[src/rtl/axi_pack_conv_r_pack.sv]
// ---------------------------------------------------------------------------
// axi_pack_conv_r_pack
//
// Read-data packer of the AXI pack converter. Every memory-side R beat that
// arrives here carries exactly one element (one element read issued by the
// AX converter). The matching SARQ entry tells where that element sits in the
// memory beat, how wide it is and whether it ends the SSR burst. Elements are
// extracted and packed densely into DataWidth_O-wide SSR R beats. Beat
// framing comes from the SARQ only. The response of each SSR beat is the
// worst response of the elements that were packed into it.
//
// Ports
//   clk_i        : clock
//   rst_ni       : asynchronous active-low reset
//   r_chan_i     : memory R beat (id and last are ignored)
//   r_valid_i    : memory R valid
//   r_ready_o    : memory R ready (combinational, depends on r_ready_i)
//   sarq_i       : head of the SARQ FIFO (id, size, offset, last)
//   sarq_empty_i : SARQ empty
//   sarq_pop_o   : pop the SARQ head (one per consumed element)
//   r_chan_o     : packed SSR R beat (registered)
//   r_valid_o    : SSR R valid (registered)
//   r_ready_i    : SSR R ready
// ---------------------------------------------------------------------------

package axi_pack_conv_r_pack_pkg;

    // Default channel types for DataWidth_I=64, DataWidth_O=32, AxiIdWidth=4.
    // Integrations with other widths pass their own struct types.
    typedef struct packed {
        logic [3:0]  id;
        logic [63:0] data;
        logic [1:0]  resp;
        logic        last;
    } r_chan_t;

    typedef struct packed {
        logic [3:0]  id;
        logic [31:0] data;
        logic [1:0]  resp;
        logic        last;
    } ssr_r_chan_t;

    typedef struct packed {
        logic [3:0] id;
        logic [2:0] size;    // log2 of element bytes
        logic [2:0] offset;  // byte offset in the memory beat
        logic       last;    // final element of the SSR burst
    } sarq_t;

endpackage

module axi_pack_conv_r_pack
    import axi_pack_conv_r_pack_pkg::*;
#(
    parameter int unsigned DataWidth_I      = 64,
    parameter int unsigned DataWidth_O      = 32,
    parameter int unsigned AxiIdWidth       = 4,
    parameter type         axi_r_chan_t     = r_chan_t,
    parameter type         axi_ssr_r_chan_t = ssr_r_chan_t,
    parameter type         sarq_t           = axi_pack_conv_r_pack_pkg::sarq_t
) (
    input  logic            clk_i,
    input  logic            rst_ni,
    input  axi_r_chan_t     r_chan_i,
    input  logic            r_valid_i,
    output logic            r_ready_o,
    input  sarq_t           sarq_i,
    input  logic            sarq_empty_i,
    output logic            sarq_pop_o,
    output axi_ssr_r_chan_t r_chan_o,
    output logic            r_valid_o,
    input  logic            r_ready_i
);

    localparam int unsigned BytesI = DataWidth_I / 8;
    localparam int unsigned BytesO = DataWidth_O / 8;
    localparam int unsigned OffW   = (BytesI > 1) ? $clog2(BytesI) : 1;
    localparam int unsigned PosW   = $clog2(BytesO) + 1;

    localparam logic [2:0] MaxSize = 3'($clog2(BytesO));

    // ------------------------------------------------------------------
    // State
    // ------------------------------------------------------------------
    logic [DataWidth_O-1:0] acc_q;      // bytes packed so far
    logic [PosW-1:0]        pos_q;      // next free byte slot in acc_q
    logic [1:0]             resp_q;     // worst response packed so far
    axi_ssr_r_chan_t        out_q;      // SSR beat on offer
    logic                   out_valid_q;

    // ------------------------------------------------------------------
    // Element decode and extraction
    // ------------------------------------------------------------------
    logic [PosW-1:0]        eb;         // element bytes
    logic [OffW-1:0]        off;        // offset aligned down to eb
    logic [DataWidth_I-1:0] shifted;
    logic [DataWidth_O-1:0] elem_mask;
    logic [DataWidth_O-1:0] elem;
    logic [DataWidth_O-1:0] placed;
    logic [DataWidth_O-1:0] data_merged;
    logic [PosW:0]          pos_sum;
    logic [1:0]             resp_merged;
    logic                   fill_beat;
    logic                   close;
    logic                   slot_free;
    logic                   take;

    assign eb = PosW'(1) << sarq_i.size;

    // Force-align the offset: a misaligned request still reads the element
    // whose aligned slot contains the given byte.
    assign off = sarq_i.offset & ~(OffW'(eb) - OffW'(1));

    assign shifted = r_chan_i.data >> {off, 3'b000};

    // NOTE: every signal driven from always_comb gets a value before any
    // conditional logic, otherwise a synthesis tool infers a latch.
    always_comb begin
        elem_mask = '0;
        for (int unsigned b = 0; b < BytesO; b++) begin
            if (b < 32'(eb)) begin
                elem_mask[8*b +: 8] = 8'hFF;
            end
        end
    end

    assign elem        = shifted[DataWidth_O-1:0] & elem_mask;
    assign placed      = elem << {pos_q, 3'b000};
    assign data_merged = acc_q | placed;

    // One extra bit so a corrupt size cannot wrap the comparison.
    assign pos_sum   = {1'b0, pos_q} + {1'b0, eb};
    assign fill_beat = (pos_sum == (PosW+1)'(BytesO));

    // AXI responses are ordered by severity (OKAY < EXOKAY < SLVERR <
    // DECERR), so the numeric maximum is the merged response.
    assign resp_merged = (r_chan_i.resp > resp_q) ? r_chan_i.resp : resp_q;

    // ------------------------------------------------------------------
    // Handshakes
    // ------------------------------------------------------------------
    // A closing element needs the output register: it may go if the register
    // is empty or is being drained this cycle. Non-closing elements only
    // touch the accumulator and are never held back by the SSR side.
    assign close     = sarq_i.last | fill_beat;
    assign slot_free = ~close | ~out_valid_q | r_ready_i;

    assign r_ready_o  = ~sarq_empty_i & slot_free;
    assign take       = r_valid_i & r_ready_o;
    assign sarq_pop_o = take;

    // ------------------------------------------------------------------
    // Accumulator
    // ------------------------------------------------------------------
    // NOTE: sequential state uses non-blocking assignments only, so every
    // register samples the pre-edge values of the others.
    always_ff @(posedge clk_i or negedge rst_ni) begin
        if (!rst_ni) begin
            acc_q  <= '0;
            pos_q  <= '0;
            resp_q <= '0;
        end else if (take) begin
            if (close) begin
                acc_q  <= '0;
                pos_q  <= '0;
                resp_q <= '0;
            end else begin
                acc_q  <= data_merged;
                pos_q  <= pos_sum[PosW-1:0];
                resp_q <= resp_merged;
            end
        end
    end

    // ------------------------------------------------------------------
    // Output register
    // ------------------------------------------------------------------
    axi_ssr_r_chan_t out_d;

    always_comb begin
        out_d      = '0;
        out_d.id   = sarq_i.id;
        out_d.data = data_merged;
        out_d.resp = resp_merged;
        out_d.last = sarq_i.last;
    end

    // The register is loaded only by a closing take, and a closing take is
    // blocked while the beat is stalled, so a stalled beat never changes.
    // Loading while the old beat is popped gives back-to-back beats.
    always_ff @(posedge clk_i or negedge rst_ni) begin
        if (!rst_ni) begin
            out_q       <= '0;
            out_valid_q <= 1'b0;
        end else if (take && close) begin
            out_q       <= out_d;
            out_valid_q <= 1'b1;
        end else if (r_ready_i) begin
            out_valid_q <= 1'b0;
        end
    end

    assign r_chan_o  = out_q;
    assign r_valid_o = out_valid_q;

    // Memory-side id/last carry no information here; framing is the SARQ's.
    logic unused_bits;
    assign unused_bits = ^{r_chan_i.id, r_chan_i.last,
                           shifted[DataWidth_I-1:DataWidth_O]};

    // ------------------------------------------------------------------
    // Protocol checks
    // ------------------------------------------------------------------
    a_size_legal : assert property (@(posedge clk_i) disable iff (!rst_ni)
        (r_valid_i && !sarq_empty_i) |-> (sarq_i.size <= MaxSize));

    a_out_hold : assert property (@(posedge clk_i) disable iff (!rst_ni)
        (r_valid_o && !r_ready_i) |=> (r_valid_o && $stable(r_chan_o)));

endmodule
[config.mk]
export PLATFORM = sky130hd
export DESIGN_NAME = axi_pack_conv_r_pack
export DESIGN_NICKNAME = d
export VERILOG_FILES = /design/src/rtl/axi_pack_conv_r_pack.sv
export SDC_FILE = /design/constraint.sdc
export NUM_CORES = 1
export LEC_CHECK = 0
export ABC_AREA = 1
export CAP_MARGIN = 25
export CORE_MARGIN = 4
export CORE_UTILIZATION = 35
export CTS_CLUSTER_DIAMETER = 80
export CTS_CLUSTER_SIZE = 30
export DETAILED_ROUTE_END_ITERATION = 16
export GPL_TIMING_DRIVEN = 1
export PLACE_DENSITY_LB_ADDON = 0.2
export SETUP_SLACK_MARGIN = 0.2
export SYNTH_ARGS = -nofsm -noshare
export SYNTH_HDL_FRONTEND = slang
export SYNTH_SLANG_ARGS = --single-unit
[constraint.sdc]
create_clock -name clk_i -period 9.45 [get_ports clk_i]
set_input_delay 1.89 -clock clk_i [delete_from_list [all_inputs] [get_ports clk_i]]
set_output_delay 1.89 -clock clk_i [all_outputs]
set_load 0.05 [all_outputs]
==> metrics.csv <==
stage;metric;value;unit
finish;nonClkBufAreaFrac;17.4;%
yosys;simple_gate_area_share;46.2;%
yosys;synth_flop_count;77;
clock_network;clk-insertion-delay-late;0.34;ns
critical_path;crit_buf_inv;8;
global_routing;grt_overall_usage;18.9;%
critical_path;cp_slowest_stage_delay;0.89;ns
clock_network;cts_buffers;9;
yosys;async_reset_ff_share;100;%
power;report.power.total;0.00140;W
clock_network;post_cts.resized_instances;0;
worst_hold_path;min_path_cells;2;
worst_hold_path;hold_path_startpoint;r_chan_o[6]$_DFFE_PN0P_;
critical_path;r2r_start;pos_q[0]$_DFFE_PN0P_;
floorplan;core.rowCount;47;
floorplan;core_region_area;16800;um^2
placed_design;post_placement_cell_area;7310;um^2
yosys;syn-instance-count;993;
sta;finalHoldViolations;0;
floorplan;num_io_pins;129;
global_routing;grt.met1_usage;23.9;%
critical_path;rr_worst_depth;15;
route;detailed_routing_wirelength_on_met1;8.13;mm
yosys;synthesis.nets;1089;
floorplan;floorplan.initialDensity;36.2;%
global_routing;overflow;0;
floorplan;well_tap_count;220;
sta;grt_setup_unrepaired;no;
power;p_leak;3.89;nW
critical_path;worst-path-max-fanout;60;
sta;final-max-slew-violation-count;0;
finish;final_layout_top_logic_cells;sky130_fd_sc_hd__nand2_1 (363), sky130_fd_sc_hd__nand3_1 (185), sky130_fd_sc_hd__clkdlybuf4s50_1 (121);
route;route.antenna.remaining_nets;0;
finish;combAreaFraction;44.9;%
finish;fin_cells;1289;
yosys;synth.cellmix.adderShare;1.97;%
power;vdd.ir_drop.worst;0.000112;V
sta;final.setup.worst_slack;1.36;ns
finish;final_layout_size_suffix_gt1_share;3.27;%
critical_path;crit_path_cell_trace;clkdlybuf4s50_1 -> inv_2 -> nand2_1 -> inv_1 -> ha_1 -> inv_1 -> fa_1 -> inv_1 -> nor2_1 -> nand4_1 -> nand2_1 -> a21oi_2 -> nand2_1 -> buf_4 -> inv_2 -> clkdlybuf4s50_1;
critical_path;worst_ep_required_time;7.56;ns
yosys;commonest_cells_post_synth;sky130_fd_sc_hd__nand2_1 (363), sky130_fd_sc_hd__nand3_1 (185), sky130_fd_sc_hd__inv_1 (102), sky130_fd_sc_hd__dfrtp_1 (77), sky130_fd_sc_hd__nand4_1 (57);
clock_network;postCtsHoldBufs;0;
route;via_per_inst;5.18;
clock_network;number_of_buffers_on_the_longest_clock_path;2;
placed_design;placed_cells;1274;
run_status;run_status;finished clean;
route;routed_wl_met2;9.32;mm
yosys;number_of_different_library_cells_in_the_post_synthesis_netlist;30;
finish;largest_register_ff_count;39;
critical_path;setup.worst_path.end_class;primary output;
yosys;total_standard_cell_area_after_synthesis;6080;um^2
route;drt_first_pass_iters;7;
global_routing;largest_net_degree_at_the_start_of_global_routing;78;
sta;relative_slew_margins;27.7;%
floorplan;die.size.x;140;um
finish;num-nets-final;1163;
route;wire_per_inst;14.4;um
job;drv.max_cap_violation_count;0;
yosys;complex_gate_fraction_of_the_synthesized_area;8.08;%
yosys;enable_flop_cells;0;
finish;layout.clock.cell_area_share;3.54;%
route;drt_iter0_markers;532;
global_routing;antenna_found_initial;0;
job;warnings;33;
sta;report.final.setup_viol;0;
clock_network;cts_tree;yes;
finish;largest_class;combinational gates;
critical_path;r2r-end;r_chan_o[29]$_DFFE_PN0P_;
critical_path;sort_of_element_at_the_start_of_the_critical_path;input port;
yosys;number_of_cells_in_yosys_stat;993;
finish;n_multi_input_combinational_cell;739;
clock_network;post-cts-setup-buffers;0;
sta;tns;0;ns
finish;seq_cells;77;
finish;final_area;7630;um^2
sta;maxClockFrequency;124;MHz
sta;final.min_clock_period;8.09;ns
yosys;synth.area.mux_share;0;%
-- power by group --
| group | switching (W) | total, W | internal (W) |
|---|---|---|---|
| Sequential | 0.0000407 | 0.000435 | 0.000395 |
| Clock | 0.000130 | 0.000330 | 0.000200 |
| Combinational | 0.000423 | 0.000631 | 0.000209 |
| Total | 0.000593 | 0.00140 | 0.000804 |
-- how the worst max path moves through the flow --
stage / start / to / cells past startpoint
finish: sarq_i[4] / sarq_pop_o / 16
global route: sarq_i[4] / sarq_pop_o / 16
CTS: sarq_i[4] / sarq_pop_o / 16
detailed placement: sarq_i[4] / sarq_pop_o / 16
global placement: sarq_i[4] / sarq_pop_o / 16
floorplan: sarq_i[5] / sarq_pop_o / 16
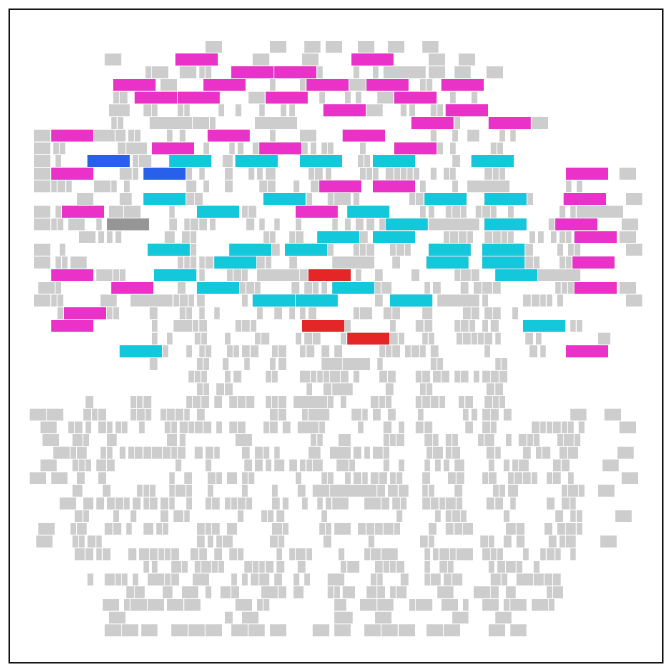
*Register map, names as in the netlist*
Other sequential cells in the stronger gray, the rest of the logic in the fainter gray.
- pos_q: red (placed flops 3)
- resp_q: blue (placed flops 2)
- r_chan_o: magenta (placed flops 39)
- acc_q: cyan (placed flops 32)
Finished Core Util: 45.4%
sequential cell power: 0.000435 W
register fraction of the total cell area: 25.2%
area occupied by registers: 1930 um^2

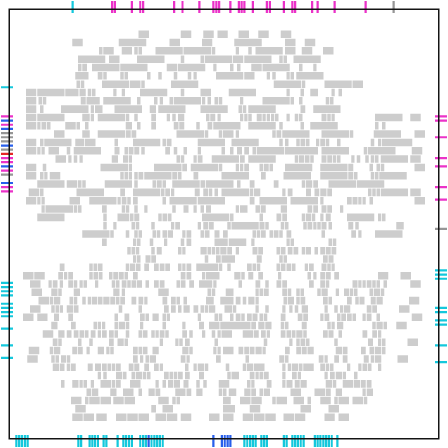
*Pin placement*
Pins as bars across the die edge, other pins in gray.
- sarq_i: blue (pins 11; direction input; edge 6 bottom, 5 left)
- r_chan_i: cyan (pins 71; direction input; edge 49 bottom, 12 left, 9 right, 1 top)
- r_chan_o: magenta (pins 39; direction output; edge 25 top, 7 left, 7 right)
- r_ready_i: red (pins 1; direction input; edge left)
die height: 140 um
number of buffers added on ports: 123

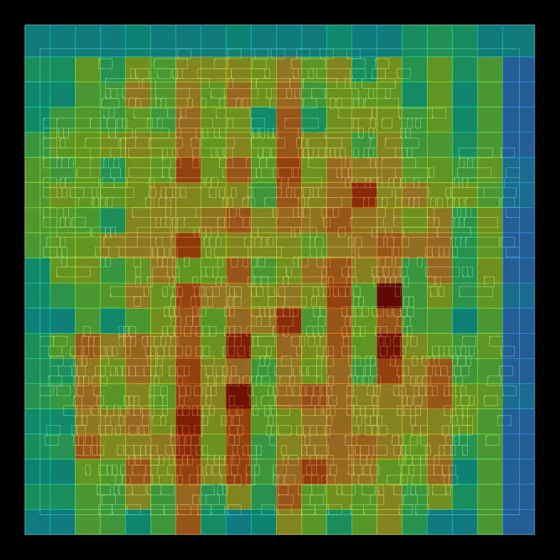
*Track usage over the die*
met3 capacity usage during global routing: 4.22%
highest-utilization routing layer at the global route stage: met2

Power and IR drop assume default switching activity.
